==> config.mk <==
export PLATFORM = sky130hd
export DESIGN_NAME = four_to_one_rr_arbiter
export DESIGN_NICKNAME = d
export VERILOG_FILES = /design/src/rtl/four_to_one_rr_arbiter.sv
export SDC_FILE = /design/constraint.sdc
export NUM_CORES = 1
export LEC_CHECK = 0
export ABC_AREA = 1
export CAP_MARGIN = 20
export CELL_PAD_IN_SITES_DETAIL_PLACEMENT = 0
export CELL_PAD_IN_SITES_GLOBAL_PLACEMENT = 1
export CORE_MARGIN = 4
export CORE_UTILIZATION = 29
export CTS_BUF_LIST = sky130_fd_sc_hd__clkbuf_16
export CTS_CLUSTER_DIAMETER = 80
export CTS_CLUSTER_SIZE = 12
export DETAILED_ROUTE_END_ITERATION = 16
export PLACE_DENSITY = 0.6
export RECOVER_POWER = 25
export SYNTH_ARGS = -nofsm -noshare
export SYNTH_HDL_FRONTEND = slang
export SYNTH_SLANG_ARGS = --single-unit
==> constraint.sdc <==
create_clock -name clk -period 2.1 [get_ports clk]
set_input_delay 0.42 -clock clk [delete_from_list [all_inputs] [get_ports clk]]
set_output_delay 0.42 -clock clk [all_outputs]
set_load 0.005 [all_outputs]
==> src/rtl/four_to_one_rr_arbiter.sv <==
// ============================================================================
// four_to_one_rr_arbiter : 4-source round-robin arbiter with bounded tenures
// driving a 4:1 mux select and a valid/ready handshake. Optional macro
// ARB_STATS_EN adds per-source tenure-start counters.
// Revision: 1.0
// ============================================================================
`default_nettype none

module four_to_one_rr_arbiter #(
  parameter int MAX_BURST = 4
`ifdef ARB_STATS_EN
  ,
  parameter int STAT_W    = 16
`endif
) (
  input  logic       clk,
  input  logic       rst_n,
  input  logic [3:0] req_i,
  input  logic       last_i,
  output logic [1:0] sel_o,
  output logic [3:0] gnt_o,
  output logic       out_valid_o,
  input  logic       out_ready_i,
  output logic       busy_o
`ifdef ARB_STATS_EN
  ,
  input  logic                   stat_clr_i,
  output logic [3:0][STAT_W-1:0] gnt_cnt_o
`endif
);

  localparam int BEAT_W = $clog2(MAX_BURST + 1);
  localparam logic [BEAT_W-1:0] LAST_BEAT = BEAT_W'(MAX_BURST - 1);

  typedef enum logic [0:0] {
    S_IDLE  = 1'b0,
    S_GRANT = 1'b1
  } state_t;

  state_t            state_q;
  logic [1:0]        sel_q;
  logic [1:0]        ptr_q;
  logic [3:0]        gnt_q;
  logic [BEAT_W-1:0] beat_q;

  logic       busy;
  logic       cur_req;
  logic       xfer;
  logic       rel;
  logic       start;
  logic [1:0] base;
  logic [1:0] win_d;

  // First requester after 'base' in rotating order; 'base' itself is last.
  function automatic logic [1:0] f_pick(input logic [1:0] b, input logic [3:0] r);
    logic [1:0] idx;
    f_pick = b;
    for (int i = 4; i >= 1; i--) begin
      idx = b + 2'(i);
      if (r[idx]) f_pick = idx;
    end
  endfunction

  assign busy    = (state_q == S_GRANT);
  assign cur_req = req_i[sel_q];
  assign xfer    = busy && cur_req && out_ready_i;
  assign rel     = busy && (!cur_req || (xfer && (last_i || (beat_q == LAST_BEAT))));
  assign base    = busy ? sel_q : ptr_q;
  assign win_d   = f_pick(base, req_i);
  assign start   = (|req_i) && (!busy || rel);

  always_ff @(posedge clk or negedge rst_n) begin
    if (!rst_n) begin
      state_q <= S_IDLE;
      sel_q   <= 2'b00;
      ptr_q   <= 2'd3;
      gnt_q   <= 4'b0000;
      beat_q  <= '0;
    end else begin
      case (state_q)
        S_IDLE: begin
          if (start) begin
            state_q <= S_GRANT;
            sel_q   <= win_d;
            gnt_q   <= 4'b0001 << win_d;
            beat_q  <= '0;
          end
        end
        S_GRANT: begin
          if (rel) begin
            ptr_q  <= sel_q;
            beat_q <= '0;
            if (|req_i) begin
              sel_q <= win_d;
              gnt_q <= 4'b0001 << win_d;
            end else begin
              // sel_q intentionally holds so the mux select stays quiet in idle
              state_q <= S_IDLE;
              gnt_q   <= 4'b0000;
            end
          end else if (xfer) begin
            beat_q <= beat_q + BEAT_W'(1);
          end
        end
        default: begin
          state_q <= S_IDLE;
          gnt_q   <= 4'b0000;
        end
      endcase
    end
  end

  assign sel_o       = sel_q;
  assign gnt_o       = gnt_q;
  assign busy_o      = busy;
  assign out_valid_o = busy && cur_req;

`ifdef ARB_STATS_EN
  logic [3:0][STAT_W-1:0] cnt_q;

  for (genvar g = 0; g < 4; g++) begin : g_stat
    always_ff @(posedge clk or negedge rst_n) begin
      if (!rst_n) begin
        cnt_q[g] <= '0;
      end else if (stat_clr_i) begin
        cnt_q[g] <= '0;
      end else if (start && (win_d == 2'(g)) && (cnt_q[g] != {STAT_W{1'b1}})) begin
        cnt_q[g] <= cnt_q[g] + STAT_W'(1);
      end
    end
  end

  assign gnt_cnt_o = cnt_q;
`endif

endmodule

`default_nettype wire

==> run_1/layer_met1.png <==
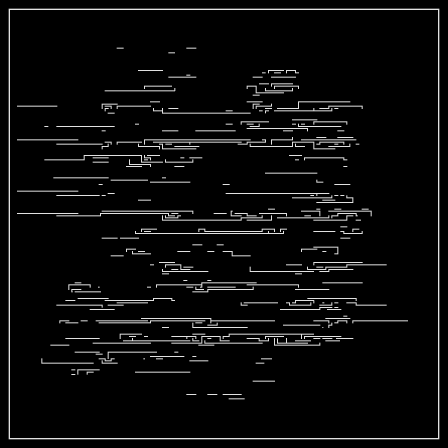
The longest straight run is 22.5 µm. The wires run mostly horizontal. The layer holds 49% of the routed length. The layer carries 1110 µm of wire. 155 nets have wire on it.
met1 Use GR: 15.3%
total wire length: 2250 µm
via count: 892

==> run_1/layer_met2.png <==
Bar = 20 µm.
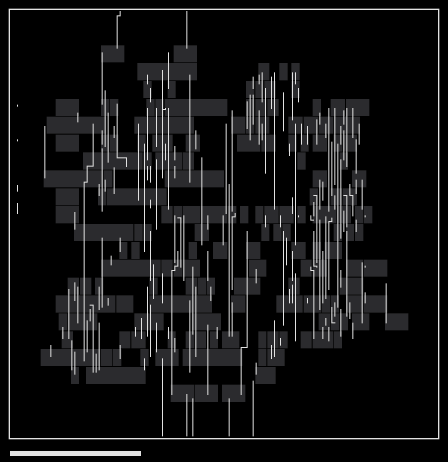
The layer holds 47% of the routed length. The longest straight run is 27.2 µm. The layer carries 1050 µm of wire. The wires run mostly vertical. 135 nets have wire on it.
GR Layer Usage met2: 19.4%

==> run_1/layer_met3.png <==
Bar = 20 µm.
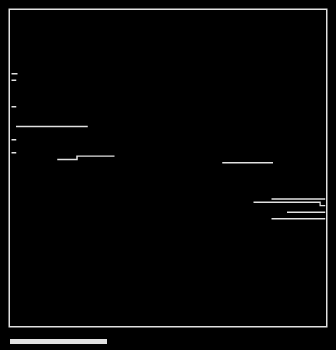
The longest straight run is 14.5 µm. The layer carries 84.8 µm of wire. 11 nets have wire on it. The wires run mostly horizontal.

==> run_1/congestion.png <==
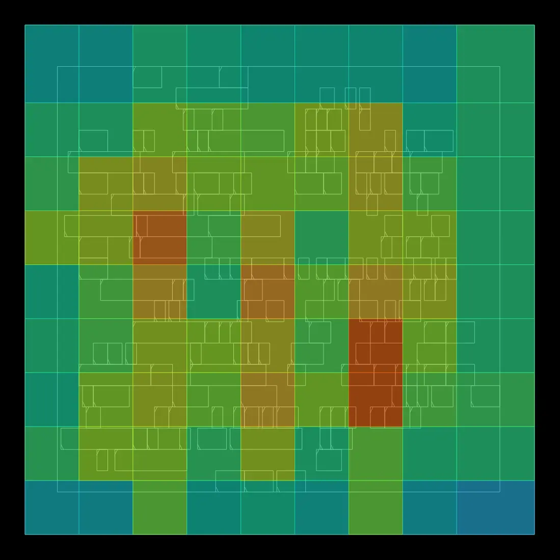
GR peak layer: met2
routed len/inst: 10.9 µm
GRT Total Usage: 11.7%
final core utilization: 42.0%

-- run 1: power groups by stage --
stage | clock, µW | combinational, µW | sequential, µW
2_1_floorplan | 0 | 912 | 430
3_3_place_gp | 0 | 1340 | 434
3_5_place_dp | 0 | 1340 | 437
4_1_cts | 344 | 1350 | 438
5_1_grt | 357 | 1510 | 451
6_report | 336 | 1320 | 436
-- run 1: routing by layer --
layer  wire (µm)  vias up
li1            -      484
met4          10        0
met1        1110      392
met2        1050       14
met5           0        -
met3          84        2
-- run 1: layout by cell type, fill, tap and decap left out --
cell type        instances
nor2_4                   1
nor2_1                   4
nand3b_1                 1
o21ai_2                  1
inv_4                    1
dfstp_2                  2
o21ai_1                  2
nand2_1                 48
ha_1                     2
clkdlybuf4s50_1         13
dlygate4sd3_1            1
inv_1                    8
nand3_1                  7
a21oi_1                  7
nor2_2                   1
dfrtp_1                 10
nand3_2                  3
o21ai_0                  3
clkbuf_16                3
buf_4                   10
inv_2                    5
nand2_4                  4
nor4_1                   1
nor3_1                   1
a21oi_2                  1
dlygate4sd2_1            1
o22ai_2                  1
nand2_2                 20
-- run 1: critical path: stages --
cell and delay (ns):
clkdlybuf4s50_1 0.48, inv_1 0.06, o21ai_1 0.15, nand3_1 0.10, inv_1 0.06, dlygate4sd2_1 0.23
-- run 1: cells by family after synthesis --
| family | count (synthesis) | share of synthesized area [%] |
|---|---|---|
| fa+ha+maj | 2 | 2.64 |
| simple gates | 91 | 49.3 |
| buf+inv | 15 | 7.00 |
| flops | 12 | 32.0 |
| compound gates | 15 | 9.11 |
-- run 1: registers in the layout (all words and copies together), names as in the netlist --
| signal | count |
|---|---|
| busy_o | 1 |
| sel_o | 2 |
| ptr_q | 2 |
| beat_q | 3 |
| gnt_o | 4 |
-- run 1: layout make-up --
cell class                 count  share of cell area [%]
inverter                      14                    4.26
sequential                    12                    23.4
clock buffer                   3                    5.80
multi-input combinational    108                    45.0
tap                           44                    4.26
timing repair buffer          25                    17.3
-- run 1: metrics by stage --
stage / hold slack, ns / setup TNS [ns] / util [%] / area [µm²] / std cells
6_report: 0.475 / 0 / 42.0 / 1290 / 206
5_1_grt: 0.516 / 0 / 42.0 / 1290 / 206
4_1_cts: 0.481 / 0 / 42.0 / 1290 / 206
3_5_place_dp: 0.469 / -0.184 / 39.5 / 1220 / 203
3_3_place_gp: 0.464 / -0.190 / 39.5 / 1220 / 203
2_1_floorplan: 0.124 / 0 / - / 947 / 135
-- run 1: Yosys cell counts, drive strengths merged --
master,n,area share [%]
a21oi,8,4.6
buf,1,1.2
dfrtp,10,26
dfstp,2,5.5
ha,2,2.6
inv,14,5.8
nand2,72,37
nand3,10,6.9
nand3b,1,0.79
nor2,6,3.4
nor3,1,0.53
nor4,1,0.66
o21ai,6,3.2
o22ai,1,1.3
-- run 1: how the worst max path moves through the flow --
stage                            to  depth (start not counted)              from
2_1_floorplan  gnt_o[0]$_DFFE_PN0P_                         15  busy_o$_DFF_PN0_
3_3_place_gp            out_valid_o                          6          req_i[0]
3_5_place_dp            out_valid_o                          6          req_i[0]
4_1_cts                 out_valid_o                          6          req_i[0]
5_1_grt                 out_valid_o                          6          req_i[2]
6_report                out_valid_o                          6          req_i[2]
==> run_results.csv, run 1 <==
group,metric,value,unit
outcome,status,"complete, no violations",
worst_setup_path,crit_arrival,1.51,ns
timing,finalCriticalPeriod,1.93,ns
yosys,synth-cells-yosys,135,
global_routing,antenna_found_initial,0,
power_and_ir_drop,power.leakage,0.000658,µW
yosys,yosysWarnings,0,
timing,fin_crit_sh,92.1,%
drt,detail_route.vias_per_cell,4.33,
worst_hold_path,worstHoldEndpoint,"gnt_o[2]$_DFFE_PN0P_",
placed_design,gp_congestion,0.802,
global_routing,grt_pass1_vias,899,
finish,seq_area,303,µm²
power_and_ir_drop,p_sw_share,45.2,%
floorplan,fp.dieW,65.2,µm
worst_setup_path,crit_type,"primary input to primary output",
clock_tree,cts-root-buf,"clkbuf_16",
worst_setup_path,path_max_fanout,2,
worst_hold_path,hold_depth,2,
global_routing,grt_max_degree,13,
drt,first_pass_iters,4,
worst_hold_path,min_from,"gnt_o[2]$_DFFE_PN0P_",
yosys,synth_cells,135,
clock_tree,clk_latency,0.23,ns
clock_tree,cts_tree,"done",
finish,fillers,338,
clock_tree,cts_buffers,3,
timing,clock_skew,0.00217,ns
floorplan,coreArea,3080,µm²
placed_design,port_buffers,15,
power_and_ir_drop,power_frac_comb,63.1,%
worst_setup_path,rr_endpoint,"gnt_o[2]$_DFFE_PN0P_",
drt,ant_nets,0,
timing,setup_slack,0.166,ns
worst_setup_path,timing.rr.start,"busy_o$_DFF_PN0_",
worst_setup_path,cp.required,1.68,ns
worst_setup_path,ff2ff_path_depth,13,
flow_run,max_cap_viol_count,0,
power_and_ir_drop,p_clk_share,16.1,%
clock_tree,cts_buffer_depth,2,
floorplan,rows,20,
floorplan,dieArea,4240,µm²
clock_tree,cts_resized,4,
yosys,netlist-cell-type-count,23,
power_and_ir_drop,p_int,1150,µW
worst_setup_path,crit_path_start_kind,"primary input",
drt,drc,0,
floorplan,die_h,65.2,µm
timing,slew_violations,0,
yosys,syn_area,947,µm²
flow_run,warnings,26,
yosys,yosysSeqAreaShare,32.0,%
worst_setup_path,r2r_slack,0.37,ns
yosys,yosys_area,947,µm²
global_routing,grt_pass1_wl,3910,µm
placed_design,place_hpwl,1810,µm
timing,tightestPinTransition,0.554,ns
yosys,syn_nets,145,
placed_design,pre_cts_ws,-0.184,ns
yosys,ys_ff,12,
timing,setup_viol,0,
timing,hold_violations,0,
worst_setup_path,worst_setup_path_end_kind,"primary output",
clock_tree,cts_setup_buffers,0,
clock_tree,postCtsHoldBufs,0,
finish,area_growth,36.6,%
power_and_ir_drop,ir_worst_vdd,0.000652,V
global_routing,grt_use_met3,2.56,%
global_routing,overflow,0,
==> run_1/detail.png <==
Bar = 5 µm. Region (6, 39) to (26, 59) µm. Cells in gray, sequential cells in the stronger gray; small squares are vias.
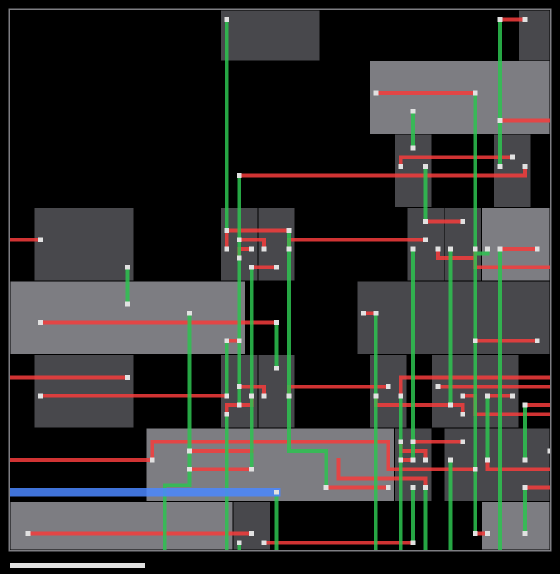

==> run 2, diff against run 1 <==
==> constraint.sdc (replaced) <==
create_clock -name clk -period 2.27 [get_ports clk]
set_input_delay 0.454 -clock clk [delete_from_list [all_inputs] [get_ports clk]]
set_output_delay 0.454 -clock clk [all_outputs]
set_load 0.005 [all_outputs]
==> run_2/detail.png <==
Bar = 5 µm. Region (6, 39) to (26, 59) µm. Cells in gray, sequential cells in the stronger gray; small squares are vias.
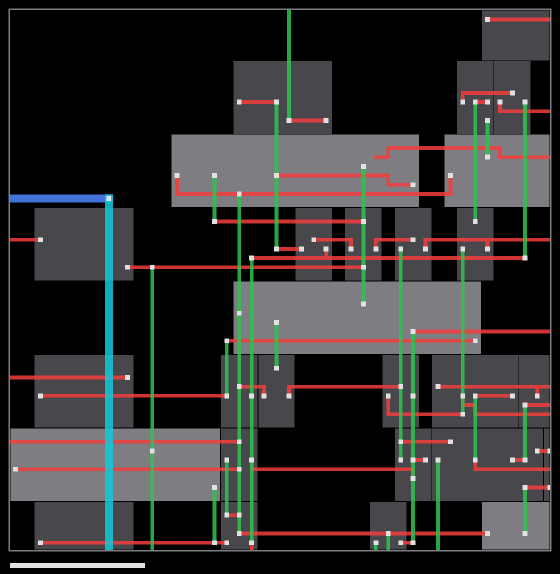
metal 3: in blue. metal 4: in cyan. metal 2: in green. metal 1: in red.
Sequential cells in the window: 3. 24 logic cells have their middle in the window. Netlist names of flops here include gnt_o (3). Most frequent: nand2_1 (13), clkdlybuf4s50_1 (4), dfrtp_1 (3).

==> run 2 against run 1 <==
Net effect:
- global-route usage grew 0.093 points
- clock skew shrank 0.00088 ns
- highest routed layer unchanged
- final cell count grew 0.49%
- synthesized cell count is the same
- via count grew 1.1%
- largest cell class unchanged
==> run_results.csv, run 2 <==
group,metric,value,unit
yosys,topCellsByArea,"dfrtp_1 26%, nand2_1 19%, nand2_2 13%",
yosys,ys_ff,12,
drt,routedWlPerCell,10.8,µm
yosys,synth-cells-yosys,135,
timing,hold_violations,0,
timing,fin_crit_sh,89.7,%
global_routing,overflow,0,
yosys,synthMuxAreaShare,0,%
global_routing,antenna_found_initial,0,
yosys,synthSimpleGateAreaFrac,49.3,%
worst_setup_path,rr_endpoint,"gnt_o[3]$_DFFE_PN0P_",
worst_setup_path,crit_path_start_kind,"primary input",
worst_setup_path,ff2ff_path_depth,14,
yosys,logic_family,"simple AND/OR/NAND/NOR gates",
drt,detail_route.vias_per_cell,4.36,
drt,routed_wl,2230,µm
worst_setup_path,cpMostUsedCell,"buf_4",
floorplan,die_h,65.2,µm
outcome,status,"complete, no violations",
finish,seq_area,303,µm²
power_and_ir_drop,ir_worst_vdd,0.000680,V
worst_setup_path,critPathSlowestCell,"clkdlybuf4s50_1",
worst_setup_path,worstSetupStartpoint,"req_i[3]",
timing,setup_slack,0.235,ns
floorplan,fp.dieW,65.2,µm
placed_design,place_inst,201,
worst_setup_path,critical_path.cell_chain,"clkdlybuf4s50_1 > a21oi_1 > o21ai_2 > nand3_2 > buf_4 > buf_4 > buf_4 > buf_4 > nor2_4 > nor2_1 > inv_2 > nor2_4 > nand2_1 > nand2_1",
finish,postLayoutCellArea,1320,µm²
yosys,synthFlopType,"dfrtp_1",
global_routing,grt_use_met3,2.05,%
placed_design,placed_cell_area,1200,µm²
finish,lay_top_cells,"48 x nand2_1, 20 x nand2_2, 11 x clkdlybuf4s50_1, 11 x buf_4, 10 x dfrtp_1",
power_and_ir_drop,power.leakage,0.000685,µW
yosys,common_cells,"48 x nand2_1, 20 x nand2_2, 10 x dfrtp_1",
clock_tree,clk_latency,0.23,ns
clock_tree,cts_buffers,3,
finish,fillers,340,
yosys,synth.largest_area_cell,"dfrtp_1",
global_routing,grt_pass1_wl,3980,µm
global_routing,grt_max_degree,13,
yosys,syn_area,947,µm²
yosys,yosysSeqAreaShare,32.0,%
global_routing,grt_pass1_vias,910,
timing,tightestPinTransition,0.560,ns
yosys,netlist-cell-type-count,23,
yosys,synth-edff-count,0,
worst_setup_path,crit_cells,14,
yosys,ys_sh_adder,2.64,%
drt,vias,902,
placed_design,gp_congestion,0.793,
drt,ant_nets,0,
global_routing,globalRoute.busiestLayer,"met2",
yosys,async_reset_ff_share,100,%
global_routing,met2_usage,19.3,%
run 2: cell counts after synthesis:
Identical to the previous run, type by type.
run 2: how the worst min path moves through the flow:
stage	from	end	cells past startpoint
after floorplan	rst_n	beat_q[0]$_DFFE_PN0P_	0
after global placement	gnt_o[1]$_DFFE_PN0P_	gnt_o[1]$_DFFE_PN0P_	2
after detailed placement	gnt_o[0]$_DFFE_PN0P_	gnt_o[0]$_DFFE_PN0P_	2
after CTS	gnt_o[1]$_DFFE_PN0P_	gnt_o[1]$_DFFE_PN0P_	2
after global routing	gnt_o[3]$_DFFE_PN0P_	gnt_o[3]$_DFFE_PN0P_	2
final	gnt_o[1]$_DFFE_PN0P_	gnt_o[1]$_DFFE_PN0P_	2
run 2: logic make-up after synthesis:
kind of cell	after synthesis
adder cells (fa/ha/maj)	2
AND/OR/NAND/NOR	91
buffers and inverters	15
AND-OR/OR-AND	15
flip-flops	12
run 2: layout make-up:
type | count | area share (%)
Inverter | 14 | 4.17
Timing Repair Buffer | 26 | 17.9
Tap cell | 44 | 4.17
Multi-Input combinational cell | 108 | 45.1
Sequential cell | 12 | 22.9
Clock buffer | 3 | 5.69
run 2: what timing repair did:
action	in CTS	in global routing
pin swaps	3	4
setup buffers	3	0
setup endpoints to repair	1	4
resized	5	5
endpoints found under the hold margin	0	0
run 2: metrics by stage:
stage	util [%]	TNS, ns
global route	42.9	0
CTS	42.4	0
floorplan	-	0
detailed placement	39.0	-0.0969
finish	42.9	0
global placement	39.0	-0.0902
run 2: per-layer routing:
layer	vias to the layer above	share of wire, %	wire, µm
met1	393	49	1080
met3	6	3.5	77
met5	-	0	0
met2	16	45	1010
met4	0	2.5	56
li1	487	-	-
run 2: report_power, final:
group / internal [µW] / total (µW) / switching, µW
logic: 535 / 1260 / 724
clock network: 229 / 310 / 82.0
registers: 326 / 403 / 77.6
total: 1090 / 1970 / 884
run 2: worst min-delay path: stages, from the launching register on:
cell	delay, ns
dfrtp_1	0.34
nand2_1	0.05
nand2_1	0.05
==> run_2/layer_met3.png <==
Bar = 20 µm.
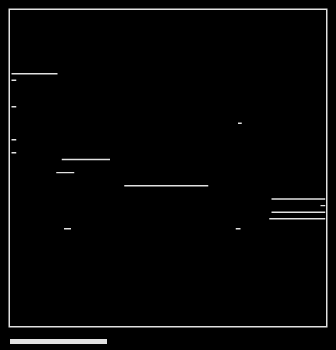

==> run 3, diff against run 2 <==
--- a/config.mk
+++ b/config.mk
@@ -13,9 +13,9 @@
 export CORE_UTILIZATION = 29
 export CTS_BUF_LIST = sky130_fd_sc_hd__clkbuf_16
 export CTS_CLUSTER_DIAMETER = 80
-export CTS_CLUSTER_SIZE = 12
+export CTS_CLUSTER_SIZE = 24
 export DETAILED_ROUTE_END_ITERATION = 16
-export PLACE_DENSITY = 0.6
+export PLACE_DENSITY_LB_ADDON = 0.1
 export RECOVER_POWER = 25
 export SYNTH_ARGS = -nofsm -noshare
 export SYNTH_HDL_FRONTEND = slang
==> run_3/layer_met3.png <==
Bar = 20 µm.
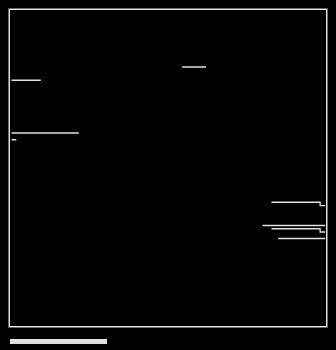
The layer carries 69.7 µm of wire. The wires run mostly horizontal.
total wire length: 2290 µm
GR Util met3: 1.37%
via count: 897

==> run 3 against run 2 <==
Net effect:
- combinational power is 3% lower
- sequential cell count stayed put
- sequential share of layout area up 0.38 points
- fmax increased by 0.54%
- critical path depth is 8 lower
- core utilization fell by 0.69 points
- global-route usage down 0.10 points
- clock skew barely moved
- non-clock buffer count is 2 lower
- cell area decreased by 1.6%
- clock power increased by 3%
- via count fell by 0.55%
==> run_results.csv, run 3 <==
group,metric,value,unit
power_and_ir_drop,p_clk_share,16.4,%
worst_setup_path,critPathSlowestCell,"clkdlybuf4s50_1",
worst_setup_path,crit_path_start_kind,"primary input",
clock_tree,cts-root-buf,"clkbuf_16",
worst_setup_path,critical_path.cell_chain,"clkdlybuf4s50_1 > inv_1 > o21ai_2 > nand3_2 > inv_1 > dlygate4sd2_1",
finish,largest_register_ffs,4,
drt,first_pass_iters,4,
power_and_ir_drop,powerDensity,1500,nW/µm²
floorplan,fp.dieW,65.2,µm
power_and_ir_drop,power.leakage,0.000659,µW
worst_setup_path,crit_type,"primary input to primary output",
yosys,syn_area,947,µm²
global_routing,grt_pass1_wl,3950,µm
worst_setup_path,crit_arrival,1.57,ns
worst_setup_path,timing.rr.start,"busy_o$_DFF_PN0_",
worst_setup_path,cp.buffers_inverters,4,
finish,area_growth,37.1,%
timing,setup_slack,0.245,ns
worst_setup_path,slowest_delay,0.48,ns
timing,setup_viol,0,
power_and_ir_drop,p_int,1060,µW
clock_tree,cts_buffers,3,
finish,mostFrequentLayoutCell,"nand2_1",
yosys,netlist-cell-type-count,23,
worst_setup_path,worst_setup_path_end_kind,"primary output",
floorplan,rows,20,
timing,slew_violations,0,
yosys,common_cells,"48 x nand2_1, 20 x nand2_2, 10 x dfrtp_1",
power_and_ir_drop,p_sw,890,µW
timing,tightestPinTransition,0.556,ns
clock_tree,cts_tree,"done",
worst_setup_path,cp.required,1.82,ns
yosys,syn_nets,145,
placed_design,pre_cts_ws,-0.141,ns
power_and_ir_drop,power_frac_comb,62.7,%
finish,lay_top_cells,"48 x nand2_1, 20 x nand2_2, 13 x clkdlybuf4s50_1, 10 x dfrtp_1, 9 x buf_4",
placed_design,port_buffers,15,
worst_setup_path,worstSetupStartpoint,"req_i[0]",
floorplan,die_h,65.2,µm
timing,finalCriticalPeriod,2.02,ns
timing,fin_crit_sh,89.2,%
global_routing,antenna_found_initial,0,
drt,ant_nets,0,
floorplan,coreArea,3080,µm²
yosys,async_reset_ff_share,100,%
worst_setup_path,cp_top_family,"buffers and inverters",
yosys,topCellsByArea,"dfrtp_1 26%, nand2_1 19%, nand2_2 13%",
drt,detail_route.vias_per_cell,4.35,
yosys,synth_cells,135,
flow_run,max_cap_viol_count,0,
timing,hold_violations,0,
power_and_ir_drop,p_sw_share,45.7,%
drt,routedWlPerCell,11.1,µm
floorplan,dieArea,4240,µm²
global_routing,overflow,0,
yosys,top_area_share,26.4,%
yosys,synth-edff-count,0,
global_routing,grt_max_degree,13,
placed_design,gp_congestion,0.774,
worst_hold_path,min_from,"gnt_o[2]$_DFFE_PN0P_",
clock_tree,postCtsHoldBufs,0,
global_routing,grt_pass1_vias,872,
placed_design,place_hpwl,1850,µm
outcome,status,"complete, no violations",
yosys,yosysSeqAreaShare,32.0,%
power_and_ir_drop,power.share.sequential,20.9,%
yosys,yosys_area,947,µm²
global_routing,gr-usage-all-layers,11.7,%
yosys,synth.largest_area_cell,"dfrtp_1",
timing,clock_skew,0.000884,ns
worst_setup_path,cpMostUsedCell,"inv_1",
flow_run,warnings,26,
yosys,synthFlopType,"dfrtp_1",
yosys,ys_ff,12,
yosys,yosysWarnings,0,
drt,drc,0,
yosys,synth-cells-yosys,135,
power_and_ir_drop,ir_worst_vdd,0.000753,V
-- run 3: cell counts after synthesis --
Identical to the previous run, type by type.
-- run 3: routing by layer --
| layer | GRT usage, % | routed length, µm | vias to the layer above | part of all wire, % |
|---|---|---|---|---|
| met5 | 0 | 0 | - | 0 |
| li1 | - | - | 482 | - |
| met3 | 1.37 | 69 | 0 | 3.0 |
| met1 | 14.5 | 1070 | 406 | 47 |
| met4 | 3.11 | 0 | 0 | 0 |
| met2 | 21.3 | 1150 | 9 | 50 |
-- run 3: worst min-delay path, stage by stage, from the launching register on --
cell and delay (ns):
dfrtp_1 0.33, nand2_1 0.05, nand2_1 0.06
-- run 3: cells by family (layout without fill, tap and decap cells) --
| family | Yosys count | in the layout | synth area share (%) |
|---|---|---|---|
| adder cells (fa/ha/maj) | 2 | 2 | 2.64 |
| flip-flops | 12 | 12 | 32.0 |
| buffers and inverters | 15 | 42 | 7.00 |
| AND/OR/NAND/NOR | 91 | 91 | 49.3 |
| AND-OR/OR-AND | 15 | 15 | 9.11 |
-- run 3: metrics by stage --
stage	hold WS [ns]	cells	TNS, ns	area [µm²]	util [%]
floorplan	0.158	135	0	947	-
global placement	0.463	201	-0.131	1200	39.0
detailed placement	0.467	201	-0.141	1200	39.0
CTS	0.481	206	0	1300	42.2
global route	0.511	206	0	1300	42.2
finish	0.474	206	0	1300	42.2
-- run 3: power by group through the flow --
| stage | clock network (µW) | logic, µW | registers [µW] |
|---|---|---|---|
| 4_1_cts | 329 | 1250 | 409 |
| 6_report | 319 | 1220 | 408 |
| 2_1_floorplan | 0 | 843 | 397 |
| 5_1_grt | 342 | 1390 | 422 |
| 3_3_place_gp | 0 | 1200 | 402 |
| 3_5_place_dp | 0 | 1220 | 406 |
-- run 3: layout make-up --
| type | instances | area (µm²) |
|---|---|---|
| Clock buffer | 3 | 75.1 |
| Clock inverter | 1 | 3.75 |
| Fill cell | 340 | 1780 |
| Inverter | 14 | 55.1 |
| Multi-Input combinational cell | 108 | 591 |
| Sequential cell | 12 | 303 |
| Tap cell | 44 | 55.1 |
| Timing Repair Buffer | 24 | 216 |
-- run 3: timing repair --
item,4_1_cts,5_1_grt
endpoints found under the setup margin,1,0
buffers inserted,1,0
resized,6,0
-- run 3: worst paths after layout --
check                                         to  slack (ns)  cells after the start
min in group asynchronous  beat_q[2]$_DFFE_PN0P_        0.65                      1
max in group asynchronous   ptr_q[1]$_DFFE_PN1P_        1.25                      1
hold / removal              gnt_o[2]$_DFFE_PN0P_        0.47                      2
setup reg to reg            gnt_o[3]$_DFFE_PN0P_        0.50                     13
hold reg to reg             gnt_o[2]$_DFFE_PN0P_        0.47                      2
setup / recovery                     out_valid_o        0.25                      6
Power and IR drop assume default switching activity.
